Run 1, I/O pins on the die edge:
Drawn at 4 px/µm. Pins as bars across the die edge, other pins in gray.
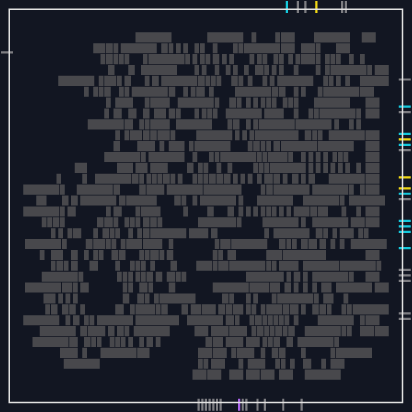
Run 1, metal layers overlaid:
Drawn at 3 px/µm. Two of the layers only.
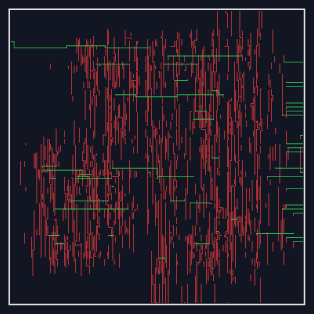
Run 1, nets reached from selected ports:
Drawn at 3 px/µm.
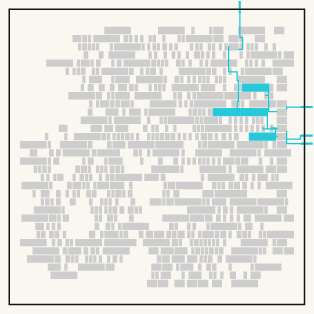
Run 1, the metal 2 layer:
Drawn at 4 px/µm.
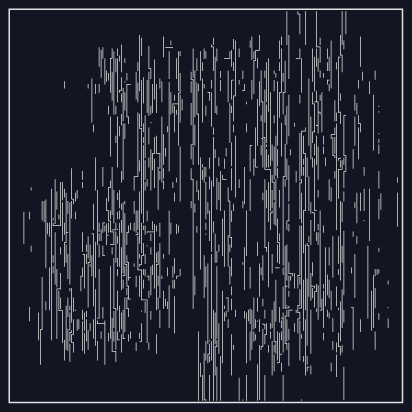
<file path="src/rtl/pd_dw_nr_pkg.sv">
// Shared types and constants for the downlink NR symbol scheduler: rate config,
// CP/FFT constants, the select decoder and the scheduler FSM states.
package pd_dw_nr_pkg;

  localparam int CNT_W = 15;

  localparam int N_1K = 1024;
  localparam int N_2K = 2048;
  localparam int N_4K = 4096;

  localparam int CP_NORM_1K = 72;
  localparam int CP_LONG_1K = 88;
  localparam int CP_NORM_2K = 144;
  localparam int CP_LONG_2K = 176;
  localparam int CP_NORM_4K = 288;
  localparam int CP_LONG_4K = 352;

  typedef enum logic [1:0] {
    ST_IDLE = 2'd0,
    ST_REQ  = 2'd1,
    ST_BUSY = 2'd2
  } sched_state_t;

  typedef struct packed {
    logic [1:0]       fft_sel;
    logic [4:0]       ant_num;
    logic [8:0]       cp_norm;
    logic [8:0]       cp_long;
    logic [CNT_W-1:0] d_norm;
    logic [CNT_W-1:0] d_long;
  } cfg_t;

  // Symbol duration in 491.52 MHz clocks is (N + CP) * interleave.
  function automatic cfg_t make_cfg(input logic [1:0] fft, input logic [4:0] ant,
                                    input int n, input int cpn, input int cpl);
    cfg_t c;
    c.fft_sel = fft;
    c.ant_num = ant;
    c.cp_norm = 9'(cpn);
    c.cp_long = 9'(cpl);
    c.d_norm  = CNT_W'((n + cpn) * int'(ant));
    c.d_long  = CNT_W'((n + cpl) * int'(ant));
    return c;
  endfunction

  function automatic cfg_t sel_decode(input logic [3:0] sel);
    cfg_t c;
    case (sel)
      4'd2, 4'd3:       c = make_cfg(2'd0, 5'd16, N_1K, CP_NORM_1K, CP_LONG_1K);
      4'd4, 4'd5, 4'd6: c = make_cfg(2'd1, 5'd8,  N_2K, CP_NORM_2K, CP_LONG_2K);
      default:          c = make_cfg(2'd2, 5'd4,  N_4K, CP_NORM_4K, CP_LONG_4K);
    endcase
    return c;
  endfunction

  localparam cfg_t CFG_DEFAULT = sel_decode(4'd0);

endpackage

</file>
<file path="src/rtl/pd_dw_nr_sym_sched_if.sv">
// Scheduler-to-engine bus: frame/rate inputs, descriptor request handshake,
// status flags and the FSM state for observation.
interface pd_dw_nr_sym_sched_if #(parameter int SLOT_W = 5);
  import pd_dw_nr_pkg::*;

  logic [3:0]        i_sel;
  logic              i_fram;
  logic              i_ack;
  logic              i_done;
  logic              i_ovf_clr;
  logic              o_req;
  logic [SLOT_W-1:0] o_slot_idx;
  logic [3:0]        o_sym_idx;
  logic [1:0]        o_fft_sel;
  logic [8:0]        o_cp_len;
  logic [4:0]        o_ant_num;
  logic              o_sym_start;
  logic              o_busy;
  logic              o_ovf;
  sched_state_t      dbg_state;

  // Handshake: o_req and the descriptor are stable until the cycle with
  // o_req & i_ack (transfer); the engine then pulses i_done once when finished.
  modport master (
    input  i_sel, i_fram, i_ack, i_done, i_ovf_clr,
    output o_req, o_slot_idx, o_sym_idx, o_fft_sel, o_cp_len, o_ant_num,
    output o_sym_start, o_busy, o_ovf, dbg_state
  );

  modport slave (
    output i_sel, i_fram, i_ack, i_done, i_ovf_clr,
    input  o_req, o_slot_idx, o_sym_idx, o_fft_sel, o_cp_len, o_ant_num,
    input  o_sym_start, o_busy, o_ovf, dbg_state
  );

endinterface

</file>
<file path="src/rtl/pd_dw_nr_sym_timer.sv">
// Symbol/slot timing: free-running cycle, symbol and slot counters restarted by
// the frame pulse; symbol 0 of each slot uses the long-CP duration.
module pd_dw_nr_sym_timer
  import pd_dw_nr_pkg::*;
#(
  parameter int SLOT_NUM = 20,
  parameter int SLOT_W   = 5,
  parameter int SYM_NUM  = 14
) (
  input  logic              clk,
  input  logic              rst,
  input  logic              fram,
  input  logic [CNT_W-1:0]  d_norm,
  input  logic [CNT_W-1:0]  d_long,
  output logic              sym_start,
  output logic [SLOT_W-1:0] slot,
  output logic [3:0]        sym
);

  logic             run;
  logic [CNT_W-1:0] cnt;
  logic [CNT_W-1:0] d_cur;

  assign d_cur     = (sym == 4'd0) ? d_long : d_norm;
  assign sym_start = run & (cnt == '0);

  always_ff @(posedge clk or posedge rst) begin
    if (rst) begin
      run  <= 1'b0;
      cnt  <= '0;
      sym  <= '0;
      slot <= '0;
    end else if (fram) begin
      run  <= 1'b1;
      cnt  <= '0;
      sym  <= '0;
      slot <= '0;
    end else if (run) begin
      if (cnt == d_cur - CNT_W'(1)) begin
        cnt <= '0;
        if (sym == 4'(SYM_NUM - 1)) begin
          sym <= '0;
          if (slot == SLOT_W'(SLOT_NUM - 1)) slot <= '0;
          else                               slot <= slot + SLOT_W'(1);
        end else begin
          sym <= sym + 4'd1;
        end
      end else begin
        cnt <= cnt + CNT_W'(1);
      end
    end
  end

endmodule

</file>
<file path="src/rtl/pd_dw_nr_sym_sched.sv">
// Downlink NR symbol scheduler: latches the rate config on the frame pulse and
// issues one descriptor per symbol boundary with a single-entry pending slot.
module pd_dw_nr_sym_sched
  import pd_dw_nr_pkg::*;
#(
  parameter int SLOT_NUM = 20,
  parameter int SLOT_W   = 5,
  parameter int SYM_NUM  = 14
) (
  input logic                  sys_clk,
  input logic                  sys_rst,
  pd_dw_nr_sym_sched_if.master bus
);

  typedef struct packed {
    logic [SLOT_W-1:0] slot;
    logic [3:0]        sym;
    logic [1:0]        fft_sel;
    logic [8:0]        cp_len;
    logic [4:0]        ant_num;
  } desc_t;

  cfg_t         cfg;
  sched_state_t state, state_n;
  desc_t        odesc, odesc_n, pdesc, pdesc_n, ndesc;
  logic         pend, pend_n;
  logic         ovf, ovf_set;
  logic         b;
  logic [SLOT_W-1:0] t_slot;
  logic [3:0]        t_sym;

  pd_dw_nr_sym_timer #(
    .SLOT_NUM(SLOT_NUM),
    .SLOT_W  (SLOT_W),
    .SYM_NUM (SYM_NUM)
  ) u_timer (
    .clk      (sys_clk),
    .rst      (sys_rst),
    .fram     (bus.i_fram),
    .d_norm   (cfg.d_norm),
    .d_long   (cfg.d_long),
    .sym_start(b),
    .slot     (t_slot),
    .sym      (t_sym)
  );

  // Rate select only matters on the frame pulse; it is ignored otherwise.
  always_ff @(posedge sys_clk or posedge sys_rst) begin
    if (sys_rst)         cfg <= CFG_DEFAULT;
    else if (bus.i_fram) cfg <= sel_decode(bus.i_sel);
  end

  always_comb begin
    ndesc.slot    = t_slot;
    ndesc.sym     = t_sym;
    ndesc.fft_sel = cfg.fft_sel;
    ndesc.cp_len  = (t_sym == 4'd0) ? cfg.cp_long : cfg.cp_norm;
    ndesc.ant_num = cfg.ant_num;
  end

  always_comb begin
    state_n = state;
    odesc_n = odesc;
    pdesc_n = pdesc;
    pend_n  = pend;
    ovf_set = 1'b0;
    if (bus.i_fram) begin
      state_n = ST_IDLE;
      pend_n  = 1'b0;
    end else begin
      case (state)
        ST_IDLE: begin
          if (b) begin
            odesc_n = ndesc;
            state_n = ST_REQ;
          end
        end
        ST_REQ: begin
          if (bus.i_ack) begin
            state_n = ST_BUSY;
            if (b) begin
              pdesc_n = ndesc;
              pend_n  = 1'b1;
              ovf_set = pend;
            end
          end else if (b) begin
            odesc_n = ndesc;
            ovf_set = 1'b1;
          end
        end
        ST_BUSY: begin
          // A boundary coinciding with done is handled as arriving just after it.
          if (bus.i_done) begin
            if (pend) begin
              odesc_n = pdesc;
              state_n = ST_REQ;
              pend_n  = b;
              if (b) pdesc_n = ndesc;
            end else if (b) begin
              odesc_n = ndesc;
              state_n = ST_REQ;
            end else begin
              state_n = ST_IDLE;
            end
          end else if (b) begin
            pdesc_n = ndesc;
            pend_n  = 1'b1;
            ovf_set = pend;
          end
        end
        default: state_n = ST_IDLE;
      endcase
    end
  end

  always_ff @(posedge sys_clk or posedge sys_rst) begin
    if (sys_rst) begin
      state <= ST_IDLE;
      odesc <= '0;
      pdesc <= '0;
      pend  <= 1'b0;
      ovf   <= 1'b0;
    end else begin
      state <= state_n;
      odesc <= odesc_n;
      pdesc <= pdesc_n;
      pend  <= pend_n;
      if (ovf_set)            ovf <= 1'b1;
      else if (bus.i_ovf_clr) ovf <= 1'b0;
    end
  end

  assign bus.o_req       = (state == ST_REQ);
  assign bus.o_busy      = (state == ST_BUSY);
  assign bus.o_slot_idx  = odesc.slot;
  assign bus.o_sym_idx   = odesc.sym;
  assign bus.o_fft_sel   = odesc.fft_sel;
  assign bus.o_cp_len    = odesc.cp_len;
  assign bus.o_ant_num   = odesc.ant_num;
  assign bus.o_sym_start = b;
  assign bus.o_ovf       = ovf;
  assign bus.dbg_state   = state;

endmodule

</file>
<file path="src/flat_wrapper.sv">
// flat-port wrapper written by rule: the top's interface ports become plain ports
module pd_dw_nr_sym_sched_flat import pd_dw_nr_pkg::*;
#(
  parameter int SLOT_NUM = 20,
  parameter int SLOT_W   = 5,
  parameter int SYM_NUM  = 14
)
  (sys_clk, sys_rst, bus_i_sel, bus_i_fram, bus_i_ack, bus_i_done, bus_i_ovf_clr, bus_o_req, bus_o_slot_idx, bus_o_sym_idx, bus_o_fft_sel, bus_o_cp_len, bus_o_ant_num, bus_o_sym_start, bus_o_busy, bus_o_ovf, bus_dbg_state);
  pd_dw_nr_sym_sched_if #(.SLOT_W(SLOT_W)) bus_i ();
  input logic sys_clk;
  input logic sys_rst;
  input wire logic [$bits(bus_i.i_sel)-1:0] bus_i_sel;
  input wire logic [$bits(bus_i.i_fram)-1:0] bus_i_fram;
  input wire logic [$bits(bus_i.i_ack)-1:0] bus_i_ack;
  input wire logic [$bits(bus_i.i_done)-1:0] bus_i_done;
  input wire logic [$bits(bus_i.i_ovf_clr)-1:0] bus_i_ovf_clr;
  output wire logic [$bits(bus_i.o_req)-1:0] bus_o_req;
  output wire logic [$bits(bus_i.o_slot_idx)-1:0] bus_o_slot_idx;
  output wire logic [$bits(bus_i.o_sym_idx)-1:0] bus_o_sym_idx;
  output wire logic [$bits(bus_i.o_fft_sel)-1:0] bus_o_fft_sel;
  output wire logic [$bits(bus_i.o_cp_len)-1:0] bus_o_cp_len;
  output wire logic [$bits(bus_i.o_ant_num)-1:0] bus_o_ant_num;
  output wire logic [$bits(bus_i.o_sym_start)-1:0] bus_o_sym_start;
  output wire logic [$bits(bus_i.o_busy)-1:0] bus_o_busy;
  output wire logic [$bits(bus_i.o_ovf)-1:0] bus_o_ovf;
  output wire logic [$bits(bus_i.dbg_state)-1:0] bus_dbg_state;
  assign bus_i.i_sel = bus_i_sel;
  assign bus_i.i_fram = bus_i_fram;
  assign bus_i.i_ack = bus_i_ack;
  assign bus_i.i_done = bus_i_done;
  assign bus_i.i_ovf_clr = bus_i_ovf_clr;
  assign bus_o_req = bus_i.o_req;
  assign bus_o_slot_idx = bus_i.o_slot_idx;
  assign bus_o_sym_idx = bus_i.o_sym_idx;
  assign bus_o_fft_sel = bus_i.o_fft_sel;
  assign bus_o_cp_len = bus_i.o_cp_len;
  assign bus_o_ant_num = bus_i.o_ant_num;
  assign bus_o_sym_start = bus_i.o_sym_start;
  assign bus_o_busy = bus_i.o_busy;
  assign bus_o_ovf = bus_i.o_ovf;
  assign bus_dbg_state = bus_i.dbg_state;
  pd_dw_nr_sym_sched #(.SLOT_NUM(SLOT_NUM), .SLOT_W(SLOT_W), .SYM_NUM(SYM_NUM)) u_core (.sys_clk(sys_clk), .sys_rst(sys_rst), .bus(bus_i));
endmodule
</file>
<file path="config.mk">
export PLATFORM = sky130hd
export DESIGN_NAME = pd_dw_nr_sym_sched_flat
export DESIGN_NICKNAME = d
export VERILOG_FILES = /design/src/rtl/pd_dw_nr_pkg.sv /design/src/rtl/pd_dw_nr_sym_sched_if.sv /design/src/rtl/pd_dw_nr_sym_timer.sv /design/src/rtl/pd_dw_nr_sym_sched.sv /design/src/flat_wrapper.sv
export SDC_FILE = /design/constraint.sdc
export NUM_CORES = 1
export LEC_CHECK = 0
export ABC_AREA = 1
export CAP_MARGIN = 5
export CORE_MARGIN = 3
export CORE_UTILIZATION = 50
export DETAILED_ROUTE_END_ITERATION = 8
export PLACE_DENSITY = 0.74
export SLEW_MARGIN = 20
export SYNTH_ARGS = -nofsm -noshare
export SYNTH_HDL_FRONTEND = slang
export SYNTH_SLANG_ARGS = --single-unit
</file>
<file path="constraint.sdc">
create_clock -name sys_clk -period 3.4 [get_ports sys_clk]
set_input_delay 0.85 -clock sys_clk [delete_from_list [all_inputs] [get_ports sys_clk]]
set_output_delay 0.85 -clock sys_clk [all_outputs]
set_load 0.05 [all_outputs]
</file>
==> ci_impl_report.md, run 1 <==
## Synthesis and layout report

| Metric | Value |
|---|---|
| Setup TNS | 0 ps |
| Max reg flops | 18 |
| Slowest-stage cell, CP | clkdlybuf4s50_1 |
| Worst-Margin Slew | 552 ps |
| Clk pwr share | 26.1% |
| Outcome | completed |
| Initial antenna violation count | 0 |
| Logic cell area | 1790 µm² |
| Reg with most FFs | u_core.pdesc |
| Final min period | 2900 ps |
| Die area | 9600 µm² |
| Clk tree area frac | 5.16% |
| Setup violations, final | 0 |
| Top area cell types | dfrtp_1 (44%), nand2_1 (15%), inv_1 (8.9%), nand3_1 (4.3%), o21ai_0 (4.3%) |
| Highest routed layer | met4 |
| Comb/total area | 36.1% |
| CP Buf/Inv Count | 2 |
| Met3 Use GR | 3.71% |
| Dominant logic cell type in the layout | nand2_1 |
| Maximum fanout along the worst path | 7 |
| Fin. Hold Viols | 0 |
| Crit path DRT | 2550 ps |
| Worst EP arrival | 2050 ps |
| Clock transition at path regs | 80 ps |
| Area-dominant class | registers |
| Starting DRC count in detailed routing | 174 |
| WHS Path Cells | 2 |
| Remaining antenna violation count after routing | 0 |
| Slew Limit Fails | 0 |
| FF+latch area | 1960 µm² |
| Worst vdd ir | 248 µV |
| CTS Sinks | 78 |
| CORE AREA | 7970 µm² |
| Fillers | 736 |
| FP Rows | 32 |
| # DRC | 0 |
| Logic pwr share | 36.5% |
| Top-area cell share | 44.4% |
| Average vias per placed instance | 5.02 |
| Unique masters post-synth | 31 |
| Busiest grt layer | met2 |
| Final non-clock buffer share | 9.00% |
| Clk_buf instances | 10 |
| CTS max path bufs | 2 |
| Slowest cell delay on critical path | 860 ps |
| Lkg Pwr | 2.58 nW |
| Worst clock skew | 11.0 ps |
| Post-synth EDFFs | 0 |
Notes on 'I/O pins on the die edge' above:
- bus_o_sym_idx: yellow (pins 4; direction output; edge 3 east, 1 north)
- bus_o_busy: purple (pins 1; direction output; edge south)
- bus_o_cp_len: cyan (pins 9; direction output; edge 8 east, 1 north)

Notes on 'metal layers overlaid' above:
- M3: green (wire length 404 µm)
- M2: red (wire length 4360 µm)
vias: 3562
average routed wire per standard cell: 12.8 µm
gr usage total: 20.0%
total wire length: 9.09 mm

Notes on 'nets reached from selected ports' above:
- bus_o_sym_idx: cyan (bits 4; direction output; edge 3 east, 1 north; end cells 4; buffers 4; wire 88.6 µm)

Notes on 'the metal 2 layer' above:
- share of all routed wire: 48%
- main direction: vertical

==> run 1: repair_timing <==
| action | 4_1_cts | 5_1_grt |
|---|---|---|
| hold buffers | 0 | 0 |
| setup buffers | 0 | 0 |
| gates resized | 0 | 1 |
| endpoints found under the setup margin | 0 | 1 |
==> run 1: metrics by stage <==
stage | utilization, % | cells | setup WS, ps
2_1_floorplan | - | 563 | 560
3_3_place_gp | 58.9 | 694 | 519
3_5_place_dp | 58.9 | 694 | 485
4_1_cts | 62.1 | 710 | 95.6
5_1_grt | 62.1 | 710 | 356
6_report | 62.1 | 710 | 495
==> run 1: worst max path at each step <==
stage | startpoint | endpoint | slack, ps
2_1_floorplan | sys_rst | u_core.bus.dbg_state[0] | 560
3_3_place_gp | u_core.u_timer.cnt[0] | bus_o_sym_start | 520
3_5_place_dp | u_core.u_timer.cnt[0] | bus_o_sym_start | 480
4_1_cts | u_core.u_timer.cnt[0] | bus_o_sym_start | 100
5_1_grt | u_core.u_timer.cnt[0] | bus_o_sym_start | 360
6_report | u_core.bus.dbg_state[0] | bus_o_busy | 500
==> run 1: power by group through the flow <==
| stage | Combinational [mW] | Sequential (mW) | Clock [mW] |
|---|---|---|---|
| CTS | 1.23 | 1.25 | 0.887 |
| detailed placement | 1.22 | 1.27 | 0 |
| global placement | 1.20 | 1.26 | 0 |
| finish | 1.22 | 1.25 | 0.874 |
| floorplan | 0.506 | 1.63 | 0 |
| global route | 1.35 | 1.28 | 0.925 |
==> run 1: kinds of logic (layout without fill, tap and decap cells) <==
logic type | count (synthesis) | count (layout) | synth area share, %
DFF | 78 | 78 | 46.3
xor gates and xnor gates | 9 | 9 | 1.86
and+or+nand+nor | 293 | 293 | 30.4
AOI/OAI and AO/OA | 57 | 57 | 7.01
buffers and inverters | 116 | 161 | 11.5
adders and majority gates | 10 | 10 | 2.96
Run 1, placement view:
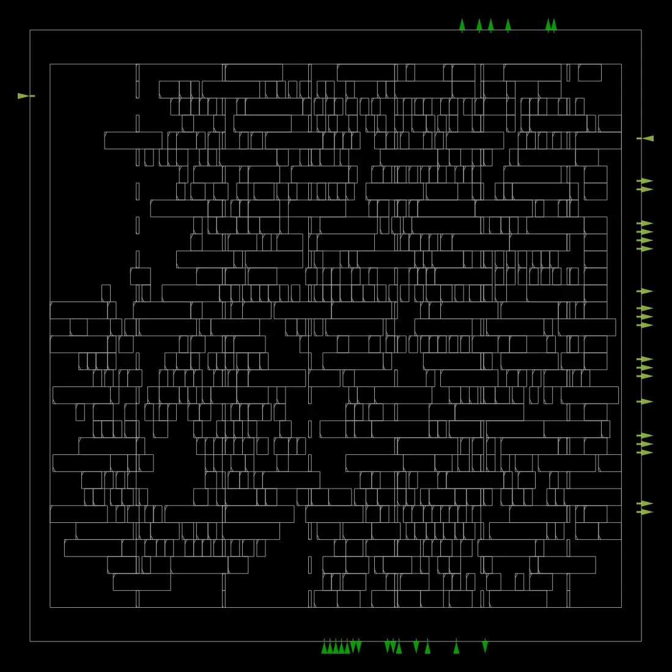

==> run 1 -> run 2 <==
--- a/config.mk
+++ b/config.mk
@@ -9,6 +9,7 @@
 export CAP_MARGIN = 5
 export CORE_MARGIN = 3
 export CORE_UTILIZATION = 50
+export CTS_BUF_LIST = sky130_fd_sc_hd__clkbuf_16
 export DETAILED_ROUTE_END_ITERATION = 8
 export PLACE_DENSITY = 0.74
 export SLEW_MARGIN = 20
Run 2, placement view:
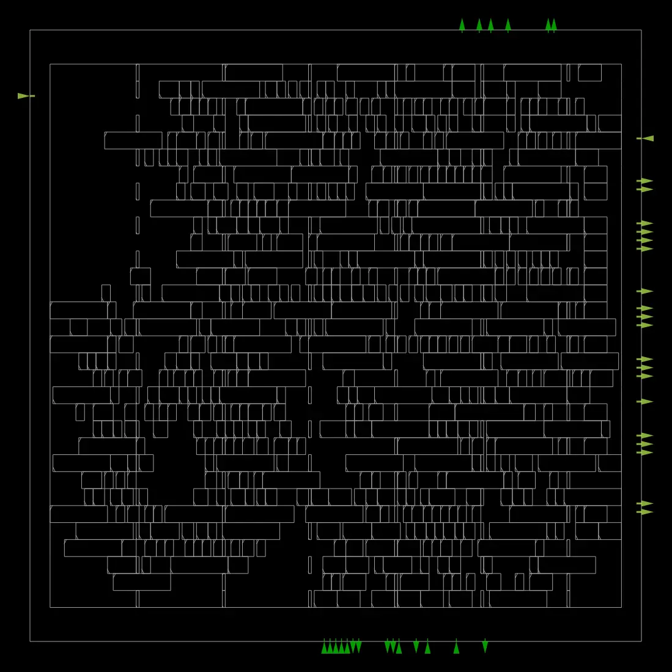
FP Rows: 32
final non-filler cell total: 710
n_taps: 102

Run 2, metal layers overlaid:
Drawn at 3 px/µm. Two of the layers only.
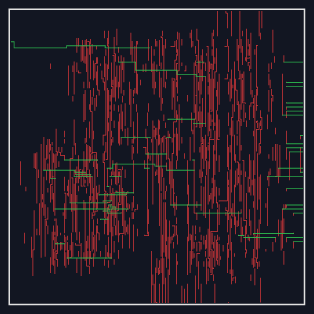
- M2: red (wire length 4490 µm)
- M3: green (wire length 431 µm)

==> ci_impl_report.md, run 2 <==
## Synthesis and layout report

| Metric | Value |
|---|---|
| MUX area fraction | 0% (unchanged) |
| Logic pwr share | 34.1% (-2.4 points) |
| # DRC | 0 (unchanged) |
| Average routed wire per standard cell | 13.0 µm (+1.3%) |
| Outcome | completed |
| Lkg Pwr | 2.62 nW (+1.6%) |
| Clock transition at path regs | 60 ps (-20 ps) |
| CTS max path bufs | 2 (unchanged) |
| Slowest-stage cell, CP | dlymetal6s2s_1 |
| Starting DRC count in detailed routing | 204 (+17%) |
| Setup TNS | 0 ps (unchanged) |
| # hold bufs at CTS | 0 (unchanged) |
| CORE AREA | 7970 µm² (unchanged) |
| Met3 Use GR | 3.86% (+0.14 points) |
| Average vias per placed instance | 5.07 (+1.1%) |
| Post-synth EDFFs | 0 (unchanged) |
| Pre-CTS WS | 485 ps (unchanged) |
| Logic cell area | 1790 µm² (unchanged) |
| Post CTS Setup Buffer Count | 0 (unchanged) |
| CTS Sinks | 78 (unchanged) |
| WHS Path Cells | 2 (unchanged) |
| Worst vdd ir | 304 µV (+22%) |
| Adder Area Share | 2.96% (unchanged) |
| Final min period | 2890 ps (-10.1 ps) |
| Maximum fanout along the worst path | 7 (unchanged) |
| XORs/XNORs by Area | 1.86% (unchanged) |
| CP Buf/Inv Count | 3 (+1) |
| Top area cell types | dfrtp_1 (44%), nand2_1 (15%), inv_1 (8.9%), nand3_1 (4.3%), o21ai_0 (4.3%) |
| Slowest cell delay on critical path | 450 ps (-410 ps) |
| Setup violations, final | 0 (unchanged) |
| Total wire length | 9.21 mm (+1.3%) |
| Crit path DRT | 2550 ps (about the same) |
| Worst clock skew | 8.76 ps (-2.20 ps) |
| Clk pwr share | 31.0% (+4.9 points) |
| Max reg flops | 18 (unchanged) |
| Vias | 3600 (+1.1%) |
| Synth Area in Simple Gates | 30.4% (unchanged) |
| Reg with most FFs | u_core.pdesc |
| Synth logic family | simple AND/OR/NAND/NOR gates |
| Worst EP arrival | 2040 ps (about the same) |
run 2: cell counts after synthesis:
No cell type changed its count.
run 2: through the flow:
stage / total power, mW / area, µm² / cells / util (%) / hold WS [ps]
after floorplan: 2.14 / 4230 / 563 / - / 446
after global placement: 2.46 / 4690 / 694 / 58.9 / 464
after detailed placement: 2.49 / 4690 / 694 / 58.9 / 468
after CTS: 3.62 / 5040 / 710 / 63.2 / 479
after global routing: 3.80 / 5040 / 710 / 63.3 / 520
final: 3.60 / 5040 / 710 / 63.3 / 481
run 2: power groups by stage:
stage / Sequential (mW) / Clock [mW] / Combinational (mW)
4_1_cts: 1.26 / 1.13 / 1.24
2_1_floorplan: 1.63 / 0 / 0.506
6_report: 1.26 / 1.12 / 1.23
3_3_place_gp: 1.26 / 0 / 1.20
3_5_place_dp: 1.27 / 0 / 1.22
5_1_grt: 1.28 / 1.17 / 1.35
run 2: path summary, 6_finish.rpt:
path	startpoint	endpoint	slack [ps]
hold / removal	u_core.pdesc[12]	u_core.pdesc[12]	480
max in group asynchronous	sys_rst	u_core.cfg[35]	1920
setup reg to reg	u_core.bus.dbg_state[0]	u_core.bus.o_sym_idx[1]	1100
min in group asynchronous	sys_rst	u_core.bus.o_slot_idx[0]	790
setup / recovery	u_core.u_timer.cnt[0]	bus_o_sym_start	510
hold reg to reg	u_core.pdesc[12]	u_core.pdesc[12]	480
run 2: area by class of cell:
type / instances / area share (%)
sequential: 78 / 38.8
tap: 102 / 2.53
timing repair buffer: 44 / 8.84
inverter: 101 / 7.52
clock buffer: 9 / 4.47
clock inverter: 7 / 2.41
multi-input combinational: 369 / 35.4
run 2: timing repair:
item / in CTS / in global routing
setup endpoints to repair: 0 / 1
gates resized: 0 / 1
endpoints found under the hold margin: 0 / 0
Power figures rest on the tool's default switching activity, not on a simulated workload.
